**src/rtl/demux_tdm.sv**
```systemverilog
// Purpose: splits a 2-channel, 4-bit-per-channel TDM serial stream back into
//          words y0/y1. Latency is sync at cycle T to valid at T+8 with no
//          pauses; notoe pauses add cycles one for one.
// Backpressure: valid/ready. A frame that completes while the previous one is
//          still unconsumed is dropped, and the sticky overrun flag is set.
// Ports: clk, reset (sync, active-high), notoe (active-low sample enable),
//        d/sync (serial data, frame strobe), y0/y1/valid/ready (output word
//        handshake), overrun (sticky drop flag), c (output-toggle counter).
module demux_tdm #(
    parameter int FRAME_BITS = 8
) (
    input  logic        clk,
    input  logic        reset,
    input  logic        notoe,
    input  logic        d,
    input  logic        sync,
    output logic [3:0]  y0,
    output logic [3:0]  y1,
    output logic        valid,
    input  logic        ready,
    output logic        overrun,
    output logic [15:0] c
);

    localparam logic [2:0] LAST_SLOT = 3'(FRAME_BITS - 1);

    typedef enum logic {IDLE, SHIFT} state_t;

    state_t      state, state_nxt;
    logic [2:0]  k, k_nxt;
    logic [3:0]  sh0, sh0_nxt;
    logic [3:0]  sh1, sh1_nxt;
    logic [2:0]  slot;
    logic        cap;
    logic        complete;
    logic        load;
    logic [15:0] c_nxt;

    // Sequencing and slot capture. notoe gates only the sampling of d/sync;
    // the output handshake below runs every cycle.
    always_comb begin
        state_nxt = state;
        k_nxt     = k;
        sh0_nxt   = sh0;
        sh1_nxt   = sh1;
        slot      = k;
        cap       = 1'b0;
        complete  = 1'b0;
        if (!notoe) begin
            case (state)
                IDLE: begin
                    if (sync) begin
                        cap       = 1'b1;
                        slot      = 3'd0;
                        k_nxt     = 3'd1;
                        state_nxt = SHIFT;
                    end
                end
                SHIFT: begin
                    if (sync) begin
                        // Resync: the partial frame is abandoned; stale bits
                        // are overwritten before this new frame completes.
                        cap   = 1'b1;
                        slot  = 3'd0;
                        k_nxt = 3'd1;
                    end else begin
                        cap   = 1'b1;
                        slot  = k;
                        k_nxt = k + 3'd1;
                        if (k == LAST_SLOT) begin
                            complete  = 1'b1;
                            state_nxt = IDLE;
                        end
                    end
                end
                default: state_nxt = IDLE;
            endcase
        end
        // Even slots feed channel 0, odd slots channel 1, LSB first.
        if (cap) begin
            if (slot[0]) sh1_nxt[slot[2:1]] = d;
            else         sh0_nxt[slot[2:1]] = d;
        end
    end

    // A completed frame is accepted only if the output register is free or
    // being consumed in the same cycle.
    assign load = complete && (!valid || ready);

    // c is rewritten every cycle (holding by default) so that its next value
    // is always a function of its current value.
    always_comb begin
        c_nxt = c;
        if (load && ({sh1_nxt, sh0_nxt} != {y1, y0}) && (c != 16'hFFFF))
            c_nxt = c + 16'd1;
    end

    always_ff @(posedge clk) begin
        if (reset) begin
            state   <= IDLE;
            k       <= 3'd0;
            sh0     <= 4'd0;
            sh1     <= 4'd0;
            y0      <= 4'd0;
            y1      <= 4'd0;
            valid   <= 1'b0;
            overrun <= 1'b0;
            c       <= 16'd0;
        end else begin
            state <= state_nxt;
            k     <= k_nxt;
            sh0   <= sh0_nxt;
            sh1   <= sh1_nxt;
            c     <= c_nxt;
            if (load) begin
                y0    <= sh0_nxt;
                y1    <= sh1_nxt;
                valid <= 1'b1;
            end else if (complete) begin
                overrun <= 1'b1;
            end else if (valid && ready) begin
                valid <= 1'b0;
            end
        end
    end

endmodule

```
**config.mk**
```make
export PLATFORM = sky130hd
export DESIGN_NAME = demux_tdm
export DESIGN_NICKNAME = d
export VERILOG_FILES = /design/src/rtl/demux_tdm.sv
export SDC_FILE = /design/constraint.sdc
export NUM_CORES = 1
export LEC_CHECK = 0
export CAP_MARGIN = 15
export CORE_ASPECT_RATIO = 0.7
export CORE_UTILIZATION = 29
export CTS_CLUSTER_DIAMETER = 30
export DETAILED_ROUTE_END_ITERATION = 8
export PLACE_DENSITY_LB_ADDON = 0.05
export SYNTH_ARGS = -nofsm -noshare
export SYNTH_HDL_FRONTEND = slang
export SYNTH_SLANG_ARGS = --single-unit
export TNS_END_PERCENT = 20
```
**constraint.sdc**
```tcl
create_clock -name clk -period 2.18 [get_ports clk]
set_input_delay 0.436 -clock clk [delete_from_list [all_inputs] [get_ports clk]]
set_output_delay 0.436 -clock clk [all_outputs]
set_load 0.01 [all_outputs]
```
Run 1, sequential cells grouped by signal name:
Other sequential cells in the stronger grey, the rest of the logic in the fainter grey.
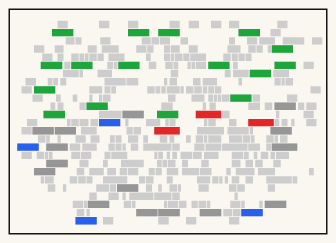
signal	colour	sequential cells
`k`	red	3
`y0`	blue	4
`c`	green	16

Run 1, routing congestion map:
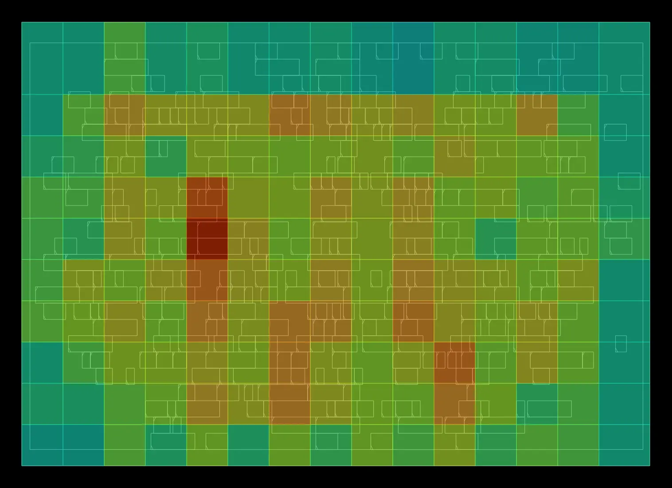
fin util: 46.8%
DR WL/cell: 14.6 um
GR Util met2: 20.1%
Total GRT Usage: 16.5%
GRT Max-Usage Layer: met1

Run 1, cell classes on the final placement:
Scale bar: 20 um.
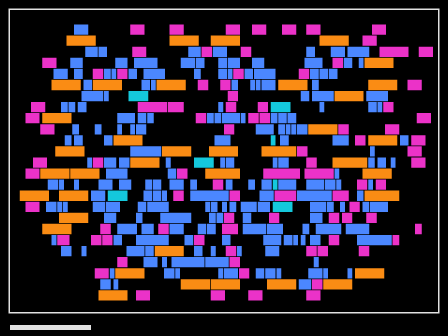
class	colour	cells
remaining buffers and delay cells	magenta	87
clock drivers and dummy loads	cyan	7
combinational and other logic	blue	194
sequential cells	orange	38

Run 1, power grid:
Pins as bars on the die edge. Tap cells in grey.
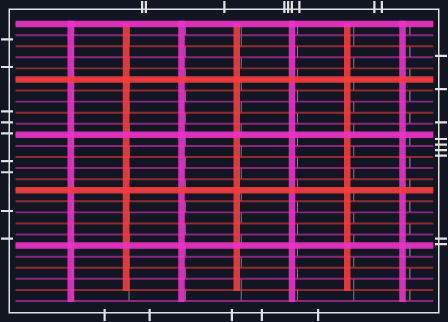
net	colour
VDD	red
VSS	magenta
met1 rails	26
signal pins	32
met5 straps	5

==> impl_metrics.env, run 1 <==
# physical design summary
export IMPL_status="finished with violations"
export IMPL_violations="setup timing"
export IMPL_n_tap_cell=94
export IMPL_ys_types=52
export IMPL_synth_chip_area_um2=2160
export IMPL_fin_ws_ns=-0.198
export IMPL_ir_worst_vdd_mv=0.250
export IMPL_viasPerCell=4.92
export IMPL_syn_avg_cell_area_um2=8.70
export IMPL_nClkBuffers=7
export IMPL_reg2reg_depth=9
export IMPL_final_area_um2=3260
export IMPL_num_rows=25
export IMPL_cts_buffer_depth=2
export IMPL_final_setup_viol_count=15
export IMPL_diodes=0
export IMPL_setup_worst_path_start_class="flip-flop"
export IMPL_drv_slew=0
export IMPL_ys_flops=38
export IMPL_common_cells="dfxtp_1 (38), nor2_1 (31), nand3_1 (15), nand2_1 (14)"
export IMPL_synthTopLogicFamily="simple AND/OR/NAND/NOR gates"
export IMPL_max_cap_violations=0
export IMPL_firstDrtPassIters=4
export IMPL_clk_insertion_delay_late_ns=0.30
export IMPL_clk_pin_slew_ns=0.08
export IMPL_hold_violations=0
export IMPL_pre_cts_ws_ns=-0.959
export IMPL_topCellsByArea="dfxtp_1 (35%), mux2i_1 (5.6%), nor2_1 (5.4%)"
export IMPL_finalSetupTns_ns=-2.38
export IMPL_p_total_w=0.00135
Run 1, clock network drawn from the DEF:
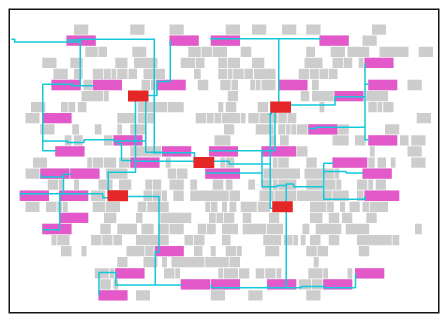

==> inputs of run 2 (changes only) <==
--- a/config.mk
+++ b/config.mk
@@ -7,6 +7,7 @@
 export LEC_CHECK = 0
 export CAP_MARGIN = 15
 export CORE_ASPECT_RATIO = 0.7
+export CORE_MARGIN = 10
 export CORE_UTILIZATION = 29
 export CTS_CLUSTER_DIAMETER = 30
 export DETAILED_ROUTE_END_ITERATION = 8
Run 2, clock network drawn from the DEF:
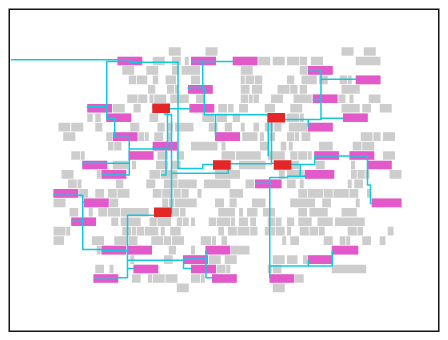
[flip-flops] magenta | count: 38
[clock drivers] red | count: 5
[clock wires] cyan | length: 642 um
routed clock nets	6

==> run 2 against run 1 <==
Compared with the run above:
- the run still ends with setup timing left
- design area fell by 1.2%
- sequential share of layout area rose by 0.14 points
- via count fell by 1.4%
- flip-flop count did not move
- first-iteration DRC count rose by 3.4%
- fmax rose by 2.1%
- sequential power barely moved
- die area rose by 46%
- clock skew fell by 0.00098 ns
- synthesized area did not move
- non-clock buffer count fell by 4
- final cell count rose by 0.24%
- critical path type unchanged
==> impl_metrics.env, run 2 <==
# physical design summary
export IMPL_common_cells="dfxtp_1 (38), nor2_1 (31), nand3_1 (15), nand2_1 (14)"
export IMPL_synthTopLogicFamily="simple AND/OR/NAND/NOR gates"
export IMPL_setup_worst_path_start_class="flip-flop"
export IMPL_status="finished with violations"
export IMPL_n_tap_cell=98
export IMPL_topCellsByArea="dfxtp_1 (35%), mux2i_1 (5.6%), nor2_1 (5.4%)"
export IMPL_num_rows=26
export IMPL_synth_chip_area_um2=2160
export IMPL_violations="setup timing"
export IMPL_clk_pin_slew_ns=0.08
export IMPL_reg2reg_depth=10
export IMPL_viasPerCell=4.84
export IMPL_diodes=0
export IMPL_grt_max_degree=48
export IMPL_fin_ws_ns=-0.148
export IMPL_final_area_um2=3220
export IMPL_grt_use_total_pct=11.6
export IMPL_ir_worst_vdd_mv=0.277
export IMPL_finalSetupTns_ns=-1.98
export IMPL_crit_chain="buf_12 > and2b_2 > nand2_1 > mux2i_2 > o221ai_2 > nor4_4 > buf_12 > buf_12 > nor4_4 > mux2_4"
export IMPL_hold_violations=0
export IMPL_syn_avg_cell_area_um2=8.70
export IMPL_final_setup_viol_count=16
export IMPL_cts_buffer_depth=2
export IMPL_ys_flops=38
export IMPL_fin_util_pct=44.4
export IMPL_gr_max_usage_layer="met1"
export IMPL_clk_insertion_delay_late_ns=0.29
export IMPL_firstDrtPassIters=4
export IMPL_nClkBuffers=8
export IMPL_route_detailed_wl_per_inst_um=15.0
export IMPL_pre_cts_ws_ns=-0.832
export IMPL_p_total_w=0.00145
export IMPL_ys_types=52
Run 2, cell classes on the final placement:
Scale bar: 20 um.
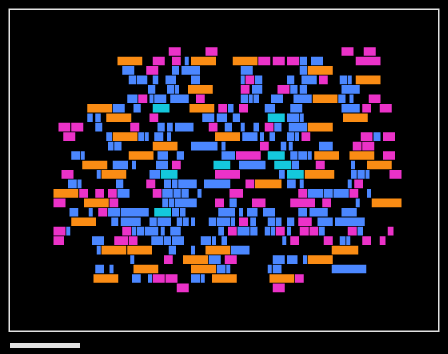
class	colour	cells
remaining buffers and delay cells	magenta	83
combinational and other logic	blue	194
clock drivers and dummy loads	cyan	8
sequential cells	orange	38

Power and IR drop assume default switching activity.
